Fig. 1: run 1, the metal 1 layer
Scale: 4 px per um. Cells faint in the background.
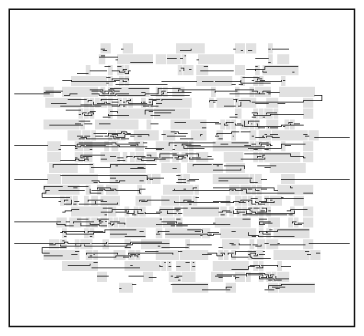
Fig. 2: run 1, the metal 2 layer
Scale: 6 px per um.
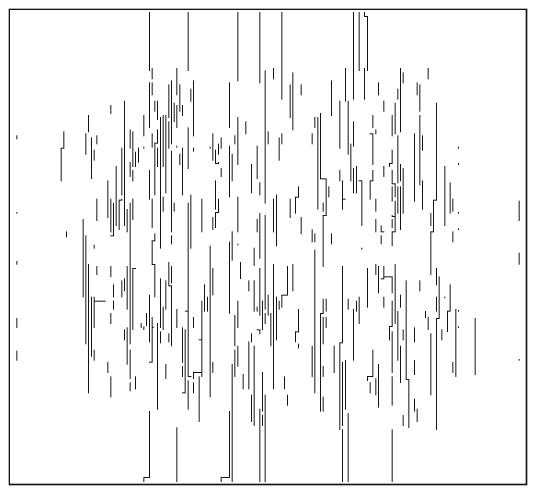
Fig. 3: run 1, the metal 3 layer
Scale: 3 px per um. Cells faint in the background.
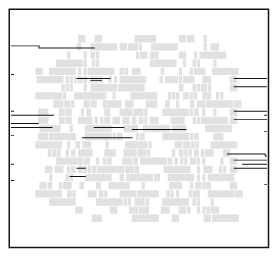
===== config.mk =====
export PLATFORM = sky130hd
export DESIGN_NAME = twodemux_stream
export DESIGN_NICKNAME = d
export VERILOG_FILES = /design/src/rtl/twodemux_stream.sv
export SDC_FILE = /design/constraint.sdc
export NUM_CORES = 1
export LEC_CHECK = 0
export ABC_AREA = 1
export CORE_ASPECT_RATIO = 0.9
export CORE_MARGIN = 8
export CORE_UTILIZATION = 47
export DETAILED_ROUTE_END_ITERATION = 12
export PLACE_DENSITY_LB_ADDON = 0.12
export SLEW_MARGIN = 20
export SYNTH_ARGS = -nofsm -noshare
export SYNTH_HDL_FRONTEND = slang
export SYNTH_SLANG_ARGS = --single-unit
export TNS_END_PERCENT = 5

===== constraint.sdc =====
create_clock -name clk -period 3.1 [get_ports clk]
set_clock_uncertainty 0.05 [all_clocks]
set_input_delay 0.93 -clock clk [delete_from_list [all_inputs] [get_ports clk]]
set_output_delay 0.93 -clock clk [all_outputs]
set_load 0.1 [all_outputs]

===== src/rtl/twodemux_stream.sv =====
// twodemux_stream: 1-to-2 stream demultiplexer with an independent FIFO per side.
// din_sel = 1 routes a beat to side A and din_sel = 0 routes it to side B. Each side
// buffers up to DEPTH beats, so a stalled consumer never blocks the other side.
// din_ready depends only on din_sel and FIFO occupancy. It never depends on din_valid
// or on the consumer readies, so no combinational ready path runs through the block.

// Single-clock FIFO. The caller may request a push while the FIFO is full; that push
// is dropped here as well. A pop while empty is ignored.
module twodemux_stream_fifo #(
    parameter int WIDTH = 4,
    parameter int DEPTH = 2
) (
    input  logic             clk,
    input  logic             rst,
    input  logic             push_i,
    input  logic [WIDTH-1:0] data_i,
    input  logic             pop_i,
    output logic             full_o,
    output logic             valid_o,
    output logic [WIDTH-1:0] head_o
);
    localparam int PTRW = $clog2(DEPTH);
    localparam int OCCW = $clog2(DEPTH + 1);
    localparam logic [PTRW-1:0] PTR_ONE  = PTRW'(1);
    localparam logic [OCCW-1:0] OCC_ONE  = OCCW'(1);
    localparam logic [OCCW-1:0] OCC_FULL = OCCW'(DEPTH);

    logic [WIDTH-1:0] mem_q [DEPTH];
    logic [PTRW-1:0]  wr_ptr_q, wr_ptr_d;
    logic [PTRW-1:0]  rd_ptr_q, rd_ptr_d;
    logic [OCCW-1:0]  occ_q, occ_d;
    logic             do_push;
    logic             do_pop;

    assign valid_o = (occ_q != '0);
    assign full_o  = (occ_q == OCC_FULL);
    assign do_push = push_i & ~full_o;
    assign do_pop  = pop_i & valid_o;
    // The head is forced to zero while empty so a stale entry is never visible.
    assign head_o  = valid_o ? mem_q[rd_ptr_q] : '0;

    // Next-state pointers and occupancy. The pointers wrap naturally because DEPTH is a power of two.
    always_comb begin
        wr_ptr_d = wr_ptr_q;
        rd_ptr_d = rd_ptr_q;
        occ_d    = occ_q;
        if (do_push) wr_ptr_d = wr_ptr_q + PTR_ONE;
        if (do_pop)  rd_ptr_d = rd_ptr_q + PTR_ONE;
        case ({do_push, do_pop})
            2'b10:   occ_d = occ_q + OCC_ONE;
            2'b01:   occ_d = occ_q - OCC_ONE;
            default: occ_d = occ_q;
        endcase
    end

    // Pointer, occupancy and storage registers. Reset clears everything, including storage.
    always_ff @(posedge clk or posedge rst) begin
        if (rst) begin
            wr_ptr_q <= '0;
            rd_ptr_q <= '0;
            occ_q    <= '0;
            for (int i = 0; i < DEPTH; i++) mem_q[i] <= '0;
        end else begin
            wr_ptr_q <= wr_ptr_d;
            rd_ptr_q <= rd_ptr_d;
            occ_q    <= occ_d;
            if (do_push) mem_q[wr_ptr_q] <= data_i;
        end
    end
endmodule

module twodemux_stream #(
    parameter int WIDTH = 4,
    parameter int DEPTH = 2,
    parameter int CNTW  = 8
) (
    input  logic             clk,
    input  logic             rst,
    input  logic [WIDTH-1:0] din,
    input  logic             din_sel,
    input  logic             din_valid,
    output logic             din_ready,
    output logic [WIDTH-1:0] douta,
    output logic             douta_valid,
    input  logic             douta_ready,
    output logic [WIDTH-1:0] doutb,
    output logic             doutb_valid,
    input  logic             doutb_ready,
    output logic [CNTW-1:0]  cnta,
    output logic [CNTW-1:0]  cntb
);
    localparam logic [CNTW-1:0] CNT_ONE = CNTW'(1);

    logic            route_a, route_b;
    logic            full_a, full_b;
    logic            push_a, push_b;
    logic            pop_a, pop_b;
    logic [CNTW-1:0] cnta_q, cnta_d;
    logic [CNTW-1:0] cntb_q, cntb_d;

    // Decode the select. An unknown select matches neither side, so nothing is pushed.
    always_comb begin
        route_a = 1'b0;
        route_b = 1'b0;
        case (din_sel)
            1'b1:    route_a = 1'b1;
            1'b0:    route_b = 1'b1;
            default: begin
                route_a = 1'b0;
                route_b = 1'b0;
            end
        endcase
    end

    assign din_ready = ~rst & ((route_a & ~full_a) | (route_b & ~full_b));
    assign push_a    = din_valid & din_ready & route_a;
    assign push_b    = din_valid & din_ready & route_b;
    assign pop_a     = douta_valid & douta_ready;
    assign pop_b     = doutb_valid & doutb_ready;

    twodemux_stream_fifo #(.WIDTH(WIDTH), .DEPTH(DEPTH)) u_fifo_a (
        .clk     (clk),
        .rst     (rst),
        .push_i  (push_a),
        .data_i  (din),
        .pop_i   (douta_ready),
        .full_o  (full_a),
        .valid_o (douta_valid),
        .head_o  (douta)
    );

    twodemux_stream_fifo #(.WIDTH(WIDTH), .DEPTH(DEPTH)) u_fifo_b (
        .clk     (clk),
        .rst     (rst),
        .push_i  (push_b),
        .data_i  (din),
        .pop_i   (doutb_ready),
        .full_o  (full_b),
        .valid_o (doutb_valid),
        .head_o  (doutb)
    );

    // Next-state delivery counters. They wrap silently at 2^CNTW.
    always_comb begin
        cnta_d = cnta_q;
        cntb_d = cntb_q;
        if (pop_a) cnta_d = cnta_q + CNT_ONE;
        if (pop_b) cntb_d = cntb_q + CNT_ONE;
    end

    // Delivery counter registers.
    always_ff @(posedge clk or posedge rst) begin
        if (rst) begin
            cnta_q <= '0;
            cntb_q <= '0;
        end else begin
            cnta_q <= cnta_d;
            cntb_q <= cntb_d;
        end
    end

    assign cnta = cnta_q;
    assign cntb = cntb_q;
endmodule


==> run summary, run 1 <==
Entry: Yosys synthesis followed by OpenROAD place and route.

GRT:
- The run puts the global-route congestion overflow total at 0.
- The run gives the most used routing layer as met2.
- The run gives the met2 track demand over resource as 20.8%.
- Global routing used 12.4% of the available tracks.
- The number of global-route vias before repair is 1599.
- The run puts the met1 global-route usage at 15.0%.
- Entering global routing, the biggest net connects 41 pins.

Min path:
- The run gives the classification of the worst-slack hold path as flop to flop.
- Hold analysis shows the worst path with a depth of 2.
- STA shows the worst min-delay path finishing at u_fifo_b.mem_q[1].

Worst setup path:
- The run puts the buffer-and-inverter tally for the worst setup path at 4.
- The run puts the count of cells along the worst register-to-register path at 9.
- Traced cell by cell, the critical path runs through clkdlybuf4s50_1 -> inv_2 -> nand3_2 -> nand3_2 -> inv_1 -> buf_12.
- STA puts the critical path data arrival time at 2.01 ns.
- The launch point of the worst register-to-register path is recorded as u_fifo_a.occ_q[0].
- The timing report shows that the slowest cell on the worst path is sky130_fd_sc_hd__clkdlybuf4s50_1.
- The run puts the required time reported for the critical path endpoint at 2.12 ns.
- The run puts the reg-to-reg setup timing slack at 1.33 ns.
- The run gives the library cell appearing most often on the critical path as sky130_fd_sc_hd__nand3_2.
- In this design, the largest share of critical-path delay is due to buffers and inverters.
- The run puts the critical path depth in cells at 6.
- By startpoint and endpoint, the worst setup path is classified as primary input to primary output.
- Looking at the reg2reg group, the worst path ends at u_fifo_b.occ_q[1].

Die:
- In this run the horizontal extent of the chip is 85.9 um.
- The run gives the die outline height as 79.0 um.
- The run puts the number of standard-cell rows in the floorplan at 23.
- The die covers 6790 um^2.
- The run gives the core utilization at floorplan as 47.6%.

Logic synthesis:
- For reference, the top cells by count after synthesis are sky130_fd_sc_hd__nand2_1, sky130_fd_sc_hd__dfrtp_1, sky130_fd_sc_hd__inv_1.
- The run gives the xor/xnor share of the synthesized area as 7.19%.
- In the Yosys report, the sequential cells make up 48.4% of the chip area.
- The run gives the most used flip-flop cell after synthesis as sky130_fd_sc_hd__dfrtp_1.
- Summing every instance area after synthesis gives 2070 um^2.
- Summing all multiplexer cells gives an area fraction of 0%.
- The run puts the total of flip-flops plus latches after synthesis at 40.
- The run gives the cell type with the largest total area as sky130_fd_sc_hd__dfrtp_1.
- In this run, the synthesized area fraction spent on and/or/nand/nor cells is recorded as 28.6%.
- The run gives the average footprint of a synthesized cell as 8.66 um^2.
- Per the synthesis report, the single largest cell type by area occupies 48.4% of cell area.
- For reference, compound AND-OR and OR-AND cells occupy 6.29% of the area reported after synthesis.
- The run gives the net count after synthesis as 253.
- Yosys attributes the largest share of cell area to sky130_fd_sc_hd__dfrtp_1, sky130_fd_sc_hd__nand2_1, sky130_fd_sc_hd__inv_1.
- The run puts the gate count after technology mapping at 239.

Placed design:
- As logged by OpenROAD, the buffers inserted on ports number 36.
- The run gives the routability congestion estimate from global placement as 0.770.
- Per the detailed placement report, the placed cell area equals 2500 um^2.
- The run puts the placed wire-length estimate after detailed placement at 2.93 mm.

Detailed routing:
- The run puts the count of antenna-violating nets left after detailed routing at 0.
- The run puts the average routed wire per standard cell at 11.3 um.
- Per the detail_route report, DRC violations left total 0.
- After detailed routing, the met2 layer carries 1.83 mm of wire.
- The run gives the top metal layer carrying routed signals as met4.
- The run gives the met1 routed wirelength after detailed routing as 1.83 mm.
- The run puts the count of TritonRoute iterations in the first routing pass at 4.
- The run gives the via count as 1619.
- Using the TritonRoute via totals, the vias-per-cell ratio works out to 4.68.

Clock network:
- The run gives the number of hold buffers added after cts as 0.
- The run puts the total of cells resized after clock tree synthesis at 0.
- The run gives the number of buffers between clock root and the deepest sink as 2.
- Per the CTS log, the maximum H-tree level is 2.
- The run gives the register clock-pin slew on the reported worst setup and hold paths as 0.07 ns.
- The run gives the clock latency on the worst-skew pair as 0.28 ns.
- TritonCTS built the clock tree.
- The run gives the clock root buffer as sky130_fd_sc_hd__clkbuf_8.
- The run puts the CTS buffer count at 5.

Timing:
- The run gives the share of the clock period used by the worst path after layout as 96.6%.
- Per the slew report, the remaining headroom to the max-slew limit stands at 66.7%.
- In the final report, the number of pins over their slew limit comes to 0.
- The run puts the maximum clock rate at 0.334 GHz.
- Setup repair after global routing left no endpoint under its margin.
- The run gives the worst-case setup margin in the final layout as 0.105 ns.
- The final report lists the setup-violating endpoint count as 0.
- The run puts the final worst hold slack at 0.425 ns.
- The run gives the shortest clock period the worst path allows after layout as 2.99 ns.

Final layout:
- For this run, the script counts the antenna cells in the layout as 0.
- The run gives the number of nets in the finished design as 297.
- By instance count after routing, the leading logic cell types are sky130_fd_sc_hd__nand2_1, sky130_fd_sc_hd__dfrtp_1, sky130_fd_sc_hd__inv_1.
- The run puts the proportion of layout cells with a drive suffix above 1 at 21.8%.
- The run gives the synthesis-to-finish area growth as 25.9%.
- The run puts the final cell utilization of the core at 59.9%.

Run:
- The run gives the max-capacitance violation count as 0.
- The run gives the count of tool warnings as 27.

Status:
- The run finished with clean final reports.
About Fig. 1:
share of all routed wire: 47%
wire length on this layer: 1830 um
nets with wire on the layer: 260

About Fig. 2:
wire length on this layer: 1830 um
longest straight run: 28.9 um
share of all routed wire: 47%

About Fig. 3:
share of all routed wire: 5.7%
wire length on this layer: 224 um
nets with wire on the layer: 25
main direction: horizontal

-- run 1: metrics by stage --
step / TNS [ns] / instances
after global routing: 0 / 346
after global placement: 0 / 338
after CTS: 0 / 346
final: 0 / 346
after floorplan: -0.478 / 239
after detailed placement: 0 / 338
-- run 1: final cells by class --
class	count	area, um^2	share of cell area [%]
Sequential cell	40	1000	38.4
Multi-Input combinational cell	162	943	36.2
Inverter	35	135	5.19
Clock inverter	2	35.0	1.34
Timing Repair Buffer	39	340	13.1
Clock buffer	6	72.6	2.79
Tap cell	62	77.6	2.98
==> inputs of run 2 (changes only) <==
- TNS_END_PERCENT: 5 -> not set
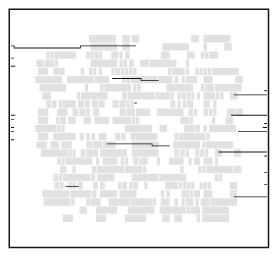
Fig. 4. The metal 3 layer (run 2).
Scale: 3 px per um. Cells faint in the background.
nets with wire on the layer: 21
share of all routed wire: 3.7%

==> run 2 against run 1 <==
  * Clock-buffer cell count rose by 1
  * Global-route usage rose by 0.39 points
  * Cell count fell by 0.29%
  * Die area did not move
  * Sequential share of layout area fell by 0.71 points
  * Synthesized cell count did not move
  * Fmax rose by 1.4%
  * Critical path type unchanged
  * Highest routed layer unchanged
==> run summary, run 2 <==
Entry: Yosys synthesis followed by OpenROAD place and route.

Status:
- Run status: complete, no violations (unchanged).

Detailed routing:
- The number of vias per cell after detailed routing was 4.73 (was 4.68).
- The run puts the count of antenna-violating nets left after detailed routing at 0 (unchanged).
- The residual DRC count came to 0 (unchanged).
- The run puts the via count at 1632 (was 1619).

Logic synthesis:
- The run puts the area fraction in and, or, nand and nor cells after synthesis at 28.6% (unchanged).
- The netlist area before placement came to 2070 um^2 (unchanged).
- The run gives the total of flip-flops plus latches after synthesis as 40 (unchanged).
- Most numerous cell types in the synthesized netlist: sky130_fd_sc_hd__nand2_1, sky130_fd_sc_hd__dfrtp_1, sky130_fd_sc_hd__inv_1 (unchanged).
- The xor/xnor share of the synthesized area was 7.19% (unchanged).
- The run puts the area share of the largest cell type after synthesis at 48.4% (unchanged).
- The run gives the gate count after technology mapping as 239 (unchanged).

Final layout:
- The number of sequential cells was 40 (unchanged).
- The run puts the register cell area after layout at 1000 um^2 (unchanged).
- The non-clock buffer area fraction after layout is 14.2% (was 13.1%).
- The run puts the total area of multi-input combinational cells at 966 um^2 (was 943 um^2).
- The number of nets in the finished design was 297 (unchanged).
- The cell type taking the most area is flip-flops and latches (unchanged).
- Most used cells in the layout excluding fill and tap cells: sky130_fd_sc_hd__nand2_1, sky130_fd_sc_hd__dfrtp_1, sky130_fd_sc_hd__inv_1 (unchanged).
- The fraction of area in registers came to 37.7% (was 38.4%).

Die:
- The run puts the core utilization at floorplan at 47.6% (unchanged).
- The run gives the die span in x as 85.9 um (unchanged).

Clock network:
- The number of hold buffers added after cts is 0 (unchanged).
- The run puts the CTS buffer count at 5 (unchanged).
- The run gives the clock root buffer as sky130_fd_sc_hd__clkbuf_8 (unchanged).
- The run gives the total of cells resized after clock tree synthesis as 0 (unchanged).

GRT:
- The run gives the global-route usage over all layers as 12.8% (was 12.4%).
- The run gives the largest net degree at the start of global routing as 41 (unchanged).

Timing:
- The run gives the headroom to the max-slew limit as 66.9% (was 66.7%).
- The final worst hold slack was 0.424 ns (was 0.425 ns).
- Setup repair after global routing missed its margin: false (unchanged).
- The final-report setup violation count was 0 (unchanged).

Worst setup path:
- Cell breakdown of the critical path: clkdlybuf4s50_1 -> inv_2 -> nand3_2 -> nand3_2 -> inv_1 -> buf_12 (unchanged).
- The run gives the origin of the critical flop-to-flop path as u_fifo_a.occ_q[0] (unchanged).
- The required time reported for the critical path endpoint was 2.12 ns (about the same).

Min path:
- The end point of the most critical hold path is u_fifo_a.rd_ptr_q (was u_fifo_b.mem_q[1]).

Placed design:
- The run gives the port buffer count as 36 (unchanged).
- The placed wire-length estimate after detailed placement is 3.10 mm (was 2.93 mm).

Run:
- The run puts the count of tool warnings at 27 (unchanged).
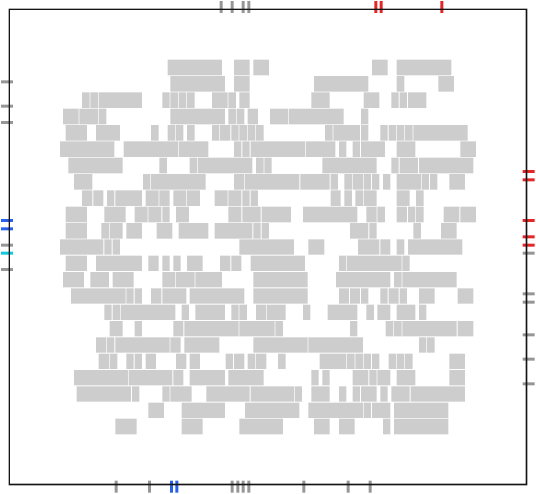
Fig. 5. Pin map (run 2).
Scale: 6 px per um. Pins as bars across the die edge, other pins in grey.
| port | colour | pins | direction | edge |
|---|---|---|---|---|
| `din` | blue | 4 | input | 2 west, 2 south |
| `din_sel` | cyan | 1 | input | west |
| `cntb` | red | 8 | output | 5 east, 3 north |

[run 2: cell counts after synthesis]
Identical to the previous run, type by type.
[run 2: through the flow]
step                      utilization (%)  instances  worst slack, ns  TNS (ns)  instance area (um^2)
final                                61.1        345            0.147         0                  2650
after global routing                 61.1        345           0.0809         0                  2650
after CTS                            61.1        345            0.139         0                  2650
after detailed placement             58.9        338            0.147         0                  2560
after global placement               58.9        338            0.164         0                  2560
after floorplan                         -        239          -0.0685   -0.0685                  2120
[run 2: worst max-delay path: cells and delay by family]
family	cells	cell delay, ns
buffers and inverters	4	0.90
AND/OR/NAND/NOR	2	0.13
==> inputs of run 3 (changes only) <==
- CORE_UTILIZATION: 47 -> 45
- SETUP_SLACK_MARGIN: not set -> 0.2
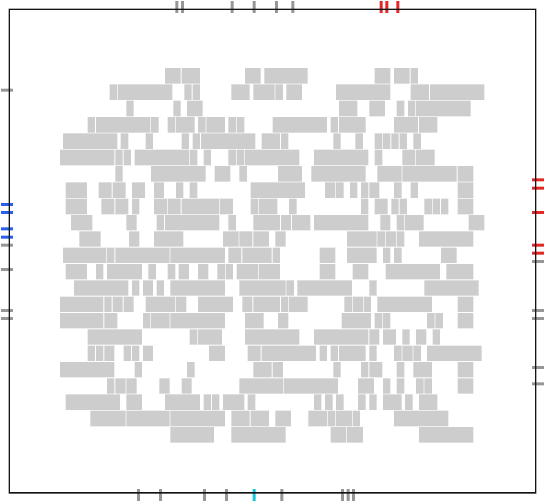
Fig. 6. Pin map (run 3).
Scale: 6 px per um. Pins as bars across the die edge, other pins in grey.
| port | colour | pins | direction | edge |
|---|---|---|---|---|
| `din_sel` | cyan | 1 | input | south |
| `din` | blue | 4 | input | west |
| `cntb` | red | 8 | output | 5 east, 3 north |

==> run 3 against run 2 <==
  * Routed wire length up 1.3%
  * Area after synthesis did not move
  * Critical endpoint unchanged
  * Clock-buffer cell count shrank 1
  * Setup slack better by 0.22 ns
==> run summary, run 3 <==
Entry: Yosys synthesis followed by OpenROAD place and route.

Timing:
- The run puts the final-report setup violation count at 0 (unchanged).
- The maximum clock rate was 0.366 GHz (was 0.339 GHz).
- The run puts the shortest clock period the worst path allows after layout at 2.73 ns (was 2.95 ns).
- The total count of max-transition violations in the final report is 0 (unchanged).
- The run puts the setup total negative slack at 0 ns (unchanged).

Clock network:
- The run puts the level count of the clock H-tree at 2 (unchanged).
- The run gives the total of cells resized after clock tree synthesis as 1 (was 0).
- The run puts the clock latency on the worst-skew pair at 0.28 ns (about the same).
- The run puts the CTS buffer count at 5 (unchanged).

Final layout:
- The run gives the number of nets in the finished design as 298 (was 297).
- The run gives the clock-cell share of area as 3.46% (was 3.63%).
- The number of sequential cells is 40 (unchanged).
- The run puts the synthesis-to-finish area growth at 29.4% (was 28.2%).
- The run puts the final cell utilization of the core at 60.4% (was 61.1%).
- The non-clock buffer total of the final layout was 40 (was 39).
- The run puts the fraction of area in registers at 37.4% (was 37.7%).
- Most used cells in the layout excluding fill and tap cells: sky130_fd_sc_hd__nand2_1, sky130_fd_sc_hd__dfrtp_1, sky130_fd_sc_hd__inv_1 (unchanged).
- The run gives the final standard cell count with taps included and fillers excluded as 347 (was 345).
- The total number of multi-input combinational cells is 162 (unchanged).
- The run gives the inverter count of the layout excluding clock inverters as 35 (unchanged).
- The proportion of layout cells with a drive suffix above 1 was 24.2% (was 21.9%).

Logic synthesis:
- The area fraction in mux cells is 0% (unchanged).
- The run gives the gate count after technology mapping as 239 (unchanged).
- The average footprint of a synthesized cell came to 8.66 um^2 (unchanged).
- The run gives the total of flip-flops plus latches after synthesis as 40 (unchanged).
- The area fraction in and, or, nand and nor cells after synthesis is 28.6% (unchanged).
- The run puts the net count after synthesis at 253 (unchanged).

Worst setup path:
- The run gives the buffer-and-inverter tally for the worst setup path as 4 (unchanged).
- The run puts the reg-to-reg setup timing slack at 1.35 ns (was 1.36 ns).

Run:
- The run puts the count of tool warnings at 27 (unchanged).
- The max-capacitance violation count came to 0 (unchanged).

Placed design:
- The run puts the instance count after placement with tap cells included at 338 (unchanged).

Min path:
- The classification of the worst-slack hold path is flop to flop (unchanged).

Die:
- The run gives the number of standard-cell rows in the floorplan as 23 (unchanged).
- The run puts the chip area at 7030 um^2 (was 6790 um^2).
- The run gives the number of tapcells as 62 (unchanged).
- The die outline height was 80.3 um (was 79.0 um).

GRT:
- The run puts the met2 track demand over resource at 20.3% (was 21.4%).

Detailed routing:
- The run gives the top metal layer carrying routed signals as met4 (unchanged).

Status:
- Run status: complete, no violations (unchanged).
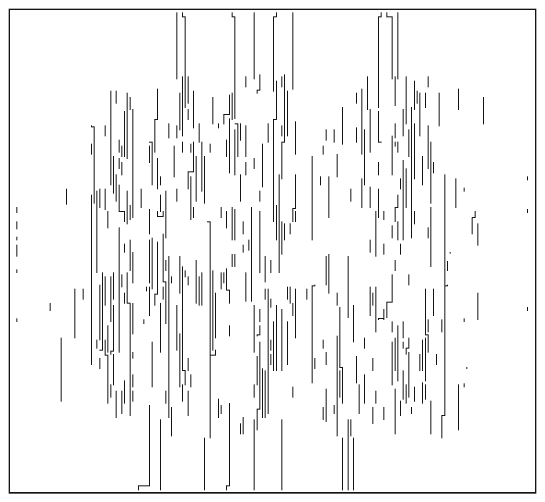
Fig. 7. The metal 2 layer (run 3).
Scale: 6 px per um.
main direction: vertical
nets with wire on the layer: 243
wire length on this layer: 1930 um

run 3: netlist changes by cell type in the layout (fill, tap and decap cells not counted), sizes merged:
cell           previous run  this run
buf                      30        31
clkbuf                    7         6
clkdlybuf4s50             9         7
clkinv                    0         2
clkinvlp                  1         2
dlygate4sd2               0         1
dlymetal6s2s              0         1
inv                      34        33
run 3: how the worst max path moves through the flow:
stage	start	endpoint	slack [ns]	cells past startpoint
floorplan	rst	din_ready	-0.07	3
global placement	din_sel	din_ready	0.11	6
detailed placement	din_sel	din_ready	0.11	6
CTS	rst	din_ready	0.20	5
global route	din_sel	din_ready	0.31	6
finish	din_sel	din_ready	0.37	6
